## config.mk

```make
export PLATFORM = sky130hd
export DESIGN_NAME = instr_encoder
export DESIGN_NICKNAME = d
export VERILOG_FILES = /design/src/rtl/instr_encoder.sv
export SDC_FILE = /design/constraint.sdc
export NUM_CORES = 1
export LEC_CHECK = 0
export CELL_PAD_IN_SITES_DETAIL_PLACEMENT = 1
export CELL_PAD_IN_SITES_GLOBAL_PLACEMENT = 1
export CORE_ASPECT_RATIO = 1.5
export CORE_UTILIZATION = 33
export CTS_BUF_LIST = sky130_fd_sc_hd__clkbuf_4
export CTS_CLUSTER_SIZE = 16
export DETAILED_ROUTE_END_ITERATION = 10
export GPL_ROUTABILITY_DRIVEN = 0
export PLACE_DENSITY_LB_ADDON = 0.1
export SLEW_MARGIN = 5
export SYNTH_ARGS = -nofsm -noshare
export SYNTH_HDL_FRONTEND = slang
export SYNTH_SLANG_ARGS = --single-unit
```

## constraint.sdc

```tcl
create_clock -name clk -period 6.6 [get_ports clk]
set_clock_uncertainty 0.2 [all_clocks]
set_input_delay 1.32 -clock clk [delete_from_list [all_inputs] [get_ports clk]]
set_output_delay 1.32 -clock clk [all_outputs]
set_load 0.005 [all_outputs]
```

## src/rtl/instr_encoder.sv

```systemverilog
// Streaming instruction encoder: packs field-level commands into 32-bit words and writes
// them to consecutive instruction-memory addresses. Define INSTR_ENCODER_JAL_EN to enable jal (in_sel 9).
module instr_encoder #(
    parameter int AW    = 8,
    parameter int DEPTH = 256
) (
    input  logic          clk,
    input  logic          reset,
    input  logic          start,
    input  logic [AW-1:0] base_addr,
    input  logic          in_valid,
    output logic          in_ready,
    input  logic [3:0]    in_sel,
    input  logic [4:0]    in_rs,
    input  logic [4:0]    in_rt,
    input  logic [4:0]    in_rd,
    input  logic [4:0]    in_shamt,
    input  logic [3:0]    in_funct,
    input  logic [15:0]   in_imm,
    input  logic [25:0]   in_target,
    input  logic          in_last,
    output logic          imem_we,
    input  logic          imem_ready,
    output logic [AW-1:0] imem_addr,
    output logic [31:0]   imem_wdata,
    output logic          busy,
    output logic          done,
    output logic          err_illegal,
    output logic          err_full,
    output logic [AW:0]   words
);

    typedef enum logic [1:0] {S_IDLE, S_RUN, S_DONE} state_t;

    localparam logic [AW:0] DEPTH_C = (AW+1)'(DEPTH);

    state_t        state;
    logic [AW-1:0] base;
    logic          last_taken;

    logic [5:0]    op;
    logic          legal;
    logic [31:0]   enc;

    // NOTE: every signal written in always_comb gets a default first so no latch is inferred.
    always_comb begin
        op    = '0;
        legal = 1'b1;
        unique case (in_sel)
            4'd0:    op = 6'b101111;
            4'd1:    op = 6'b110000;
            4'd2:    op = 6'b110001;
            4'd3:    op = 6'b110010;
            4'd4:    op = 6'b110011;
            4'd5:    op = 6'b110100;
            4'd6:    op = 6'b110101;
            4'd7:    op = 6'b110110;
            4'd8:    op = 6'b110111;
`ifdef INSTR_ENCODER_JAL_EN
            4'd9:    op = 6'b111000;
`endif
            default: legal = 1'b0;
        endcase

        enc = {op, in_rs, in_rt, in_imm};
        if (in_sel == 4'd0)
            enc = {op, in_rs, in_rt, in_rd, in_shamt, 2'b00, in_funct};
        else if (in_sel == 4'd8 || in_sel == 4'd9)
            enc = {op, in_target};
    end

    logic        wr_done, accept, load, last_next, pend_next;
    logic [AW:0] words_next, in_flight;

    assign in_flight  = words + (AW+1)'(imem_we);
    assign in_ready   = (state == S_RUN) && !last_taken && (in_flight < DEPTH_C)
                        && (!imem_we || imem_ready);
    assign wr_done    = imem_we && imem_ready;
    // start wins over a simultaneous handshake: the command is dropped.
    assign accept     = in_valid && in_ready && !start;
    assign load       = accept && legal;
    assign last_next  = last_taken || (accept && in_last);
    assign pend_next  = load || (imem_we && !imem_ready);
    assign words_next = words + (AW+1)'(wr_done);

    assign imem_addr  = base + words[AW-1:0];
    assign busy       = (state == S_RUN);
    assign done       = (state == S_DONE);

    // NOTE: sequential state uses non-blocking assignments only, so every register samples pre-edge values.
    always_ff @(posedge clk) begin
        if (reset) begin
            state       <= S_IDLE;
            base        <= '0;
            words       <= '0;
            last_taken  <= 1'b0;
            imem_we     <= 1'b0;
            imem_wdata  <= '0;
            err_illegal <= 1'b0;
            err_full    <= 1'b0;
        end else if (start) begin
            state       <= S_RUN;
            base        <= base_addr;
            words       <= '0;
            last_taken  <= 1'b0;
            imem_we     <= 1'b0;
            err_illegal <= 1'b0;
            err_full    <= 1'b0;
        end else if (state == S_RUN) begin
            if (load) begin
                imem_we    <= 1'b1;
                imem_wdata <= enc;
            end else if (wr_done) begin
                imem_we <= 1'b0;
            end
            words      <= words_next;
            last_taken <= last_next;
            if (accept && !legal)
                err_illegal <= 1'b1;
            // Session ends once the last command is consumed and nothing remains to write.
            if (last_next && !pend_next) begin
                state <= S_DONE;
            end else if (wr_done && words_next == DEPTH_C && !last_next) begin
                state    <= S_DONE;
                err_full <= 1'b1;
            end
        end
    end

endmodule
```

==> run_1/placed.png <==
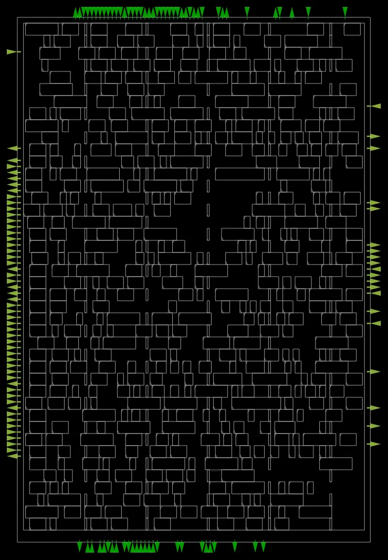
tally of filler cells in the layout: 1,072
register share of the cell area: 24.5%

==> run_1/route_heat.png <==
The die is cut into 16 by 24 equal tiles; black is low, pale yellow is high, scaled to the fullest tile. Values are wire area over tile area, all layers added.
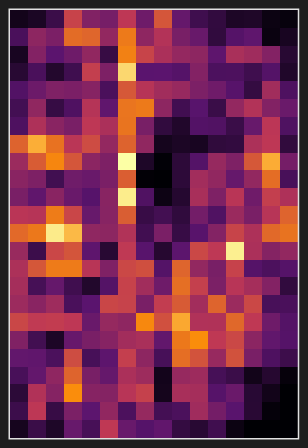
- nearly empty tiles: 2.6%
- fullest tile: 0.42
- mean over tiles: 0.15
- tiles over half the peak: 22%

==> run_1/class_map.png <==
Scale bar: 20 um. Fill, decap, tap and diode cells in grey.
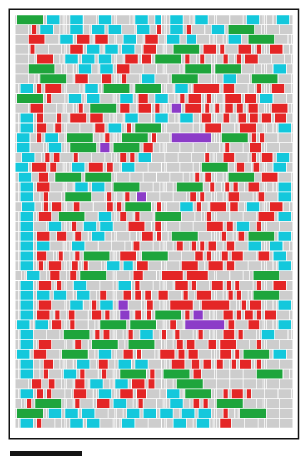
- registers: green (cells 55; share of their area 25%)
- remaining buffers and delay cells: cyan (cells 140; share of their area 32%)
- clock drivers and dummy loads: purple (cells 8; share of their area 2.4%)
- remaining logic cells: red (cells 266; share of their area 40%)

==> run_1/m1.png <==
Supply wires on this layer in grey.
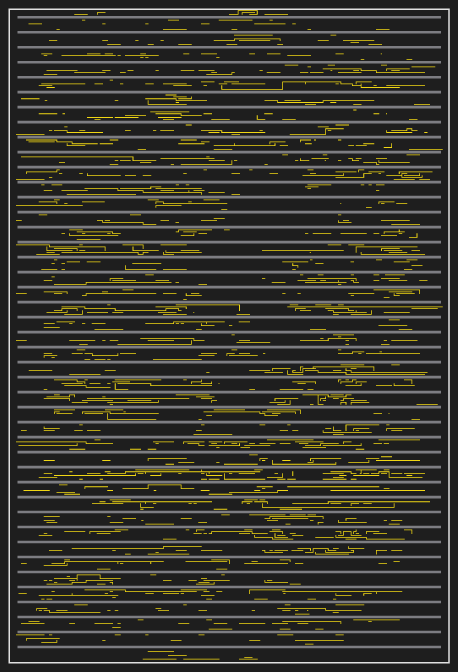
- nets with wire on the layer: 483
- longest straight run: 28.1 um
- main direction: horizontal
- wire length on this layer: 3,070 um
- share of all routed wire: 35%
DR vias: 2,928
routed wire length: 8.69 mm

==> deck_impl_summary.md, run 1 <==
Run Summary

Place
  – Placed Instances: 571
  – Worst slack at placement: 2.07 ns
  – Total of buffers placed on input and output ports: approximately 140
  – Cell area after placement: 4400 um2

Logic synthesis
  – Post-synth seq share: ~37%
  – Post-synthesis compound-gate area fraction: 17.4%
  – Yosys stat cell total: between 300 and 400
  – Synthesis area per yosys: 2970 um2
  – Top-area cell share: 37.0%
  – Top flip-flop cell by instance count after synthesis: sky130_fd_sc_hd__dfxtp_1
  – Average cell area after synthesis: roughly 8.7 um2
  – Share of flip-flops with an asynchronous set or reset: 0%
  – Synth top cells by count: sky130_fd_sc_hd__nor2_1, sky130_fd_sc_hd__dfxtp_1, sky130_fd_sc_hd__mux2i_1, sky130_fd_sc_hd__a21oi_1, sky130_fd_sc_hd__a211oi_1

Detailed routing
  – Residual DRC: 0
  – Detailed-route vias per instance: ~5
  – Met2 wirelength from detailed routing: between 4 and 5 mm
  – Total routed wire length on the met1 layer: 3.07 mm
  – Top routing layer in use: met4

Worst hold path
  – Tightest Hold Check Type: flip-flop to flip-flop
  – Number of cells on the worst hold path: 2
  – Capture endpoint of the worst hold path: err_full

Worst setup path
  – Reg-to-reg setup timing slack: around 3.7 ns
  – Critical path data required time: 5.08 ns
  – Data arrival time of the critical path: 3.03 ns
  – Critical Path Sink Type: output pin
  – Max incr delay on CP: approximately 0.53 ns
  – Number of buffers and inverters on the critical path: 2
  – Kind of cell adding the most delay to the critical path: buffers and inverters

Pwr
  – Power drawn by the combinational cells: roughly 0.13 mW
  – Clock share of power: 32.8%
  – Proportion of power drawn by combinational gates: 17.8%
  – Pwr top: sequential cells

Clock network
  – Max Root-Sink Buffers: 2
  – Cell resize tally after clock tree synthesis: 0
  – H-Tree Level Count: 2
  – Cell at the root of the clock tree: sky130_fd_sc_hd__clkbuf_4

Finish
  – FF/Latch Area: 1100 um2
  – Layout cell share with drive strength beyond 1: 6.40%
  – Ant diodes: 0
  – Nets: 562

Floorplanning
  – FP Rows: 42
  – Area of the chip: roughly 9400 um2

STA
  – Final setup TNS: 0 ns
  – RSZ-0062 raised after global routing: no
  – Worst Hold Slack: between 0.2 and 0.3 ns
  – Maximum clock rate: 220 MHz
  – Count of pins over their slew limit: 0

Job
  – Log Warnings: 26

Outcome
  – Result of the run: finished clean
## run 1: sequential cells by signal, summed over array words and instances (netlist names)
signal       cells
base             8
imem_wdata      32
err_full         1
imem_we          1
words            9
err_illegal      1
state            2
last_taken       1
## run 1: cell families after synthesis
group,after synthesis
and+or+nand+nor,126
AOI/OAI and AO/OA,72
DFF,55
muxes,34
buffers and inverters,29
xor gates and xnor gates,17
adders and majority gates,10
## run 1: final cells by class
type,count,area share [%]
multi-input cells,259,38.7
flip-flops and latches,55,24.5
inverters,7,0.583
well taps,110,3.06
clock inverters,3,1.50
clock buffers,5,0.834
repair buffers,140,30.9
## run 1: routing by layer
metal / up-vias / track usage, %
li1: 1443 / -
met1: 1397 / 18.5
met2: 81 / 39.3
met5: - / 0
met4: 0 / 5.45
met3: 7 / 5.79
## Run 2: what changed since run 1
CORE_UTILIZATION = 30   (was 33)
clock period = 4.7 ns   (was 6.6 ns; I/O delays follow)
==> run_2/layers.png <==
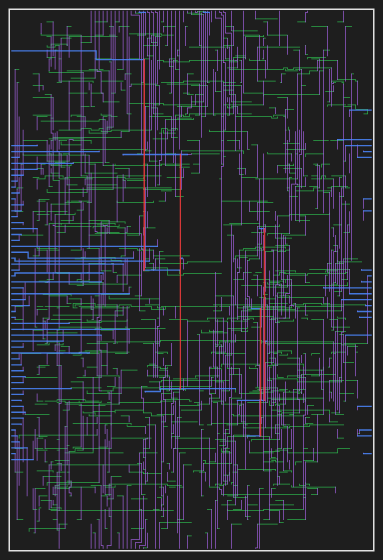
- M3: blue (wire length 588 um)
- M1: green (wire length 3,210 um)
- M2: purple (wire length 4,920 um)
- M4: red (wire length 171 um)

==> run 2 against run 1 <==
Routed wire length rose by 2.3%. Combinational power is 42% higher. Sequential cell count did not move. Clock-buffer cell count increased by 1. Power increased by 25%. Utilization fell by 4.8 points. Critical path type is now flip-flop to output pin.
==> deck_impl_summary.md, run 2 <==
Run Summary

Outcome
  – Result of the run: finished clean

Finish
  – Register ranked first by flip-flop count: imem_wdata
  – Layout cell share with drive strength beyond 1: 6.57%

Worst setup path
  – Max incr delay on CP: 0.52 ns
  – Critical Path Sink Type: output pin
  – Number of buffers and inverters on the critical path: 1
  – Kind of cell adding the most delay to the critical path: AND-OR/OR-AND gates
  – Data arrival time of the critical path: 2.81 ns

Pwr
  – Pwr top: sequential cells
  – Power drawn by the combinational cells: 0.177 mW

STA
  – RSZ-0062 raised after global routing: no
  – Final setup TNS: 0 ns

Worst hold path
  – Tightest Hold Check Type: flip-flop to flip-flop
  – Number of cells on the worst hold path: 2
  – Capture endpoint of the worst hold path: err_full

Logic synthesis
  – Post-synth seq share: roughly 37%
  – Yosys stat cell total: about 340

Detailed routing
  – Residual DRC: 0
  – DR vias: approximately 2,900
  – Top routing layer in use: met4
  – Met2 wirelength from detailed routing: approximately 4.9 mm

Place
  – Cell area after placement: approximately 4400 um2
  – Total of buffers placed on input and output ports: 138

Global route
  – Routing layer with the top usage in global route: met2
  – GR Util met1: 17.3%

Floorplanning
  – Area of the chip: about 10,000 um2
  – FP Rows: 44

Clock network
  – Cell resize tally after clock tree synthesis: 0
-- run 2: cell type report --
type | instances | area (um2)
repair buffers | 143 | 1410
clock inverters | 2 | 7.51
flip-flops and latches | 55 | 1100
clock buffers | 6 | 45.0
well taps | 115 | 144
inverters | 7 | 26.3
multi-input cells | 259 | 1740
fillers | 1166 | 5150
-- run 2: metrics by stage --
| stage | hold WS, ns | power [mW] |
|---|---|---|
| floorplan | 0.242 | 0.563 |
| global placement | 0.237 | 0.671 |
| detailed placement | 0.250 | 0.675 |
| CTS | 0.271 | 0.892 |
| global route | 0.297 | 0.922 |
| finish | 0.266 | 0.873 |
-- run 2: kinds of logic after synthesis --
kind of cell / synth area share, %
simple gates: 20.0
compound gates: 17.4
flops: 37.0
mux: 11.5
buf+inv: 4.59
xor+xnor: 5.01
fa+ha+maj: 4.46
## Run 3: what changed since run 2
CORE_UTILIZATION = 27   (was 30)
clock period = 3.63 ns   (was 4.7 ns; I/O delays follow)
==> run_3/class_map.png <==
Scale bar: 20 um. Fill, decap, tap and diode cells in grey.
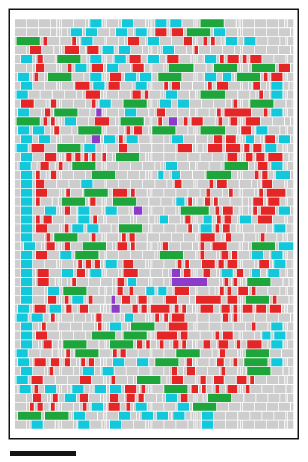
- clock drivers and dummy loads: purple (cells 8; share of their area 1.7%)
- registers: green (cells 55; share of their area 25%)
- remaining logic cells: red (cells 266; share of their area 40%)
- remaining buffers and delay cells: cyan (cells 150; share of their area 33%)
final cell area excluding filler cells: 4630 um2
FP Rows: 46
register share of the cell area: 24.0%
utilization of the core after routing: 43.4%
Core Footprint: 10,600 um2

==> run 3 against run 2 <==
Clock power increased by 65%. Sequential power up 29%. Routed wire length increased by 3.7%. Non-clock buffer count is 7 higher. Die size rose by 11%. Synthesized cell count did not move. Power rose by 38%. Register-to-register slack got worse by 0.79 ns. Setup slack got worse by 0.51 ns. Clock-buffer cell count down 1. Critical path type unchanged.
==> deck_impl_summary.md, run 3 <==
Run Summary

Logic synthesis
  – Average cell area after synthesis: 8.67 um2
  – Share of flip-flops with an asynchronous set or reset: 0%
  – Post-synthesis compound-gate area fraction: 17.4%
  – XOR/XNOR Area Share: between 5 and 6%
  – Share of synthesized area spent on multiplexers: 11.5%
  – Top-area cell share: 37.0%
  – Largest family of logic cells by area: simple AND/OR/NAND/NOR gates

Floorplanning
  – Area of the chip: 11,400 um2

Detailed routing
  – Total routed wire length on the met1 layer: 3.32 mm
  – Residual DRC: 0
  – Met2 wirelength from detailed routing: 5.26 mm

Clock network
  – Cell resize tally after clock tree synthesis: 5
  – Max Root-Sink Buffers: 2
  – Cell at the root of the clock tree: sky130_fd_sc_hd__clkbuf_4

Worst hold path
  – Capture endpoint of the worst hold path: imem_wdata[5]

Global route
  – Routing layer with the top usage in global route: met2
  – Global Route met3 Usage: 4.90%

STA
  – RSZ-0062 raised after global routing: no
  – Final setup TNS: 0 ns
  – Count of pins over their slew limit: 0

Finish
  – Multi-input logic cell count: 259
  – Tally of filler cells in the layout: 1,250
  – Combinational gate area: about 1800 um2
  – Layout non-clock buf frac: 31.8%
  – Nets: ~570
  – FF+latch count: around 55
  – Top cell class by occupied area: combinational gates
  – Layout cell share with drive strength beyond 1: 10.0%
  – Non-clock inverter count: 7

Pwr
  – Proportion of power drawn by combinational gates: 19.0%

Outcome
  – Result of the run: finished clean
[run 3: cell counts after synthesis]
No cell type changed its count.
[run 3: worst max-delay path: stages (launching register included)]
cell and delay [ns]:
sky130_fd_sc_hd__dfxtp_1 0.59, sky130_fd_sc_hd__nand4_2 0.24, sky130_fd_sc_hd__or4_4 0.61, sky130_fd_sc_hd__nand3_4 0.14
sky130_fd_sc_hd__nor2_1 0.06, sky130_fd_sc_hd__clkdlybuf4s50_1 0.44
[run 3: power groups by stage]
stage | registers (mW) | logic, mW | clock network, mW
2_1_floorplan | 0.640 | 0.0887 | 0
3_3_place_gp | 0.641 | 0.230 | 0
3_5_place_dp | 0.642 | 0.234 | 0
4_1_cts | 0.629 | 0.235 | 0.366
5_1_grt | 0.630 | 0.251 | 0.388
6_report | 0.628 | 0.230 | 0.350
No activity file was given, so power comes from the tool's default toggle rates.
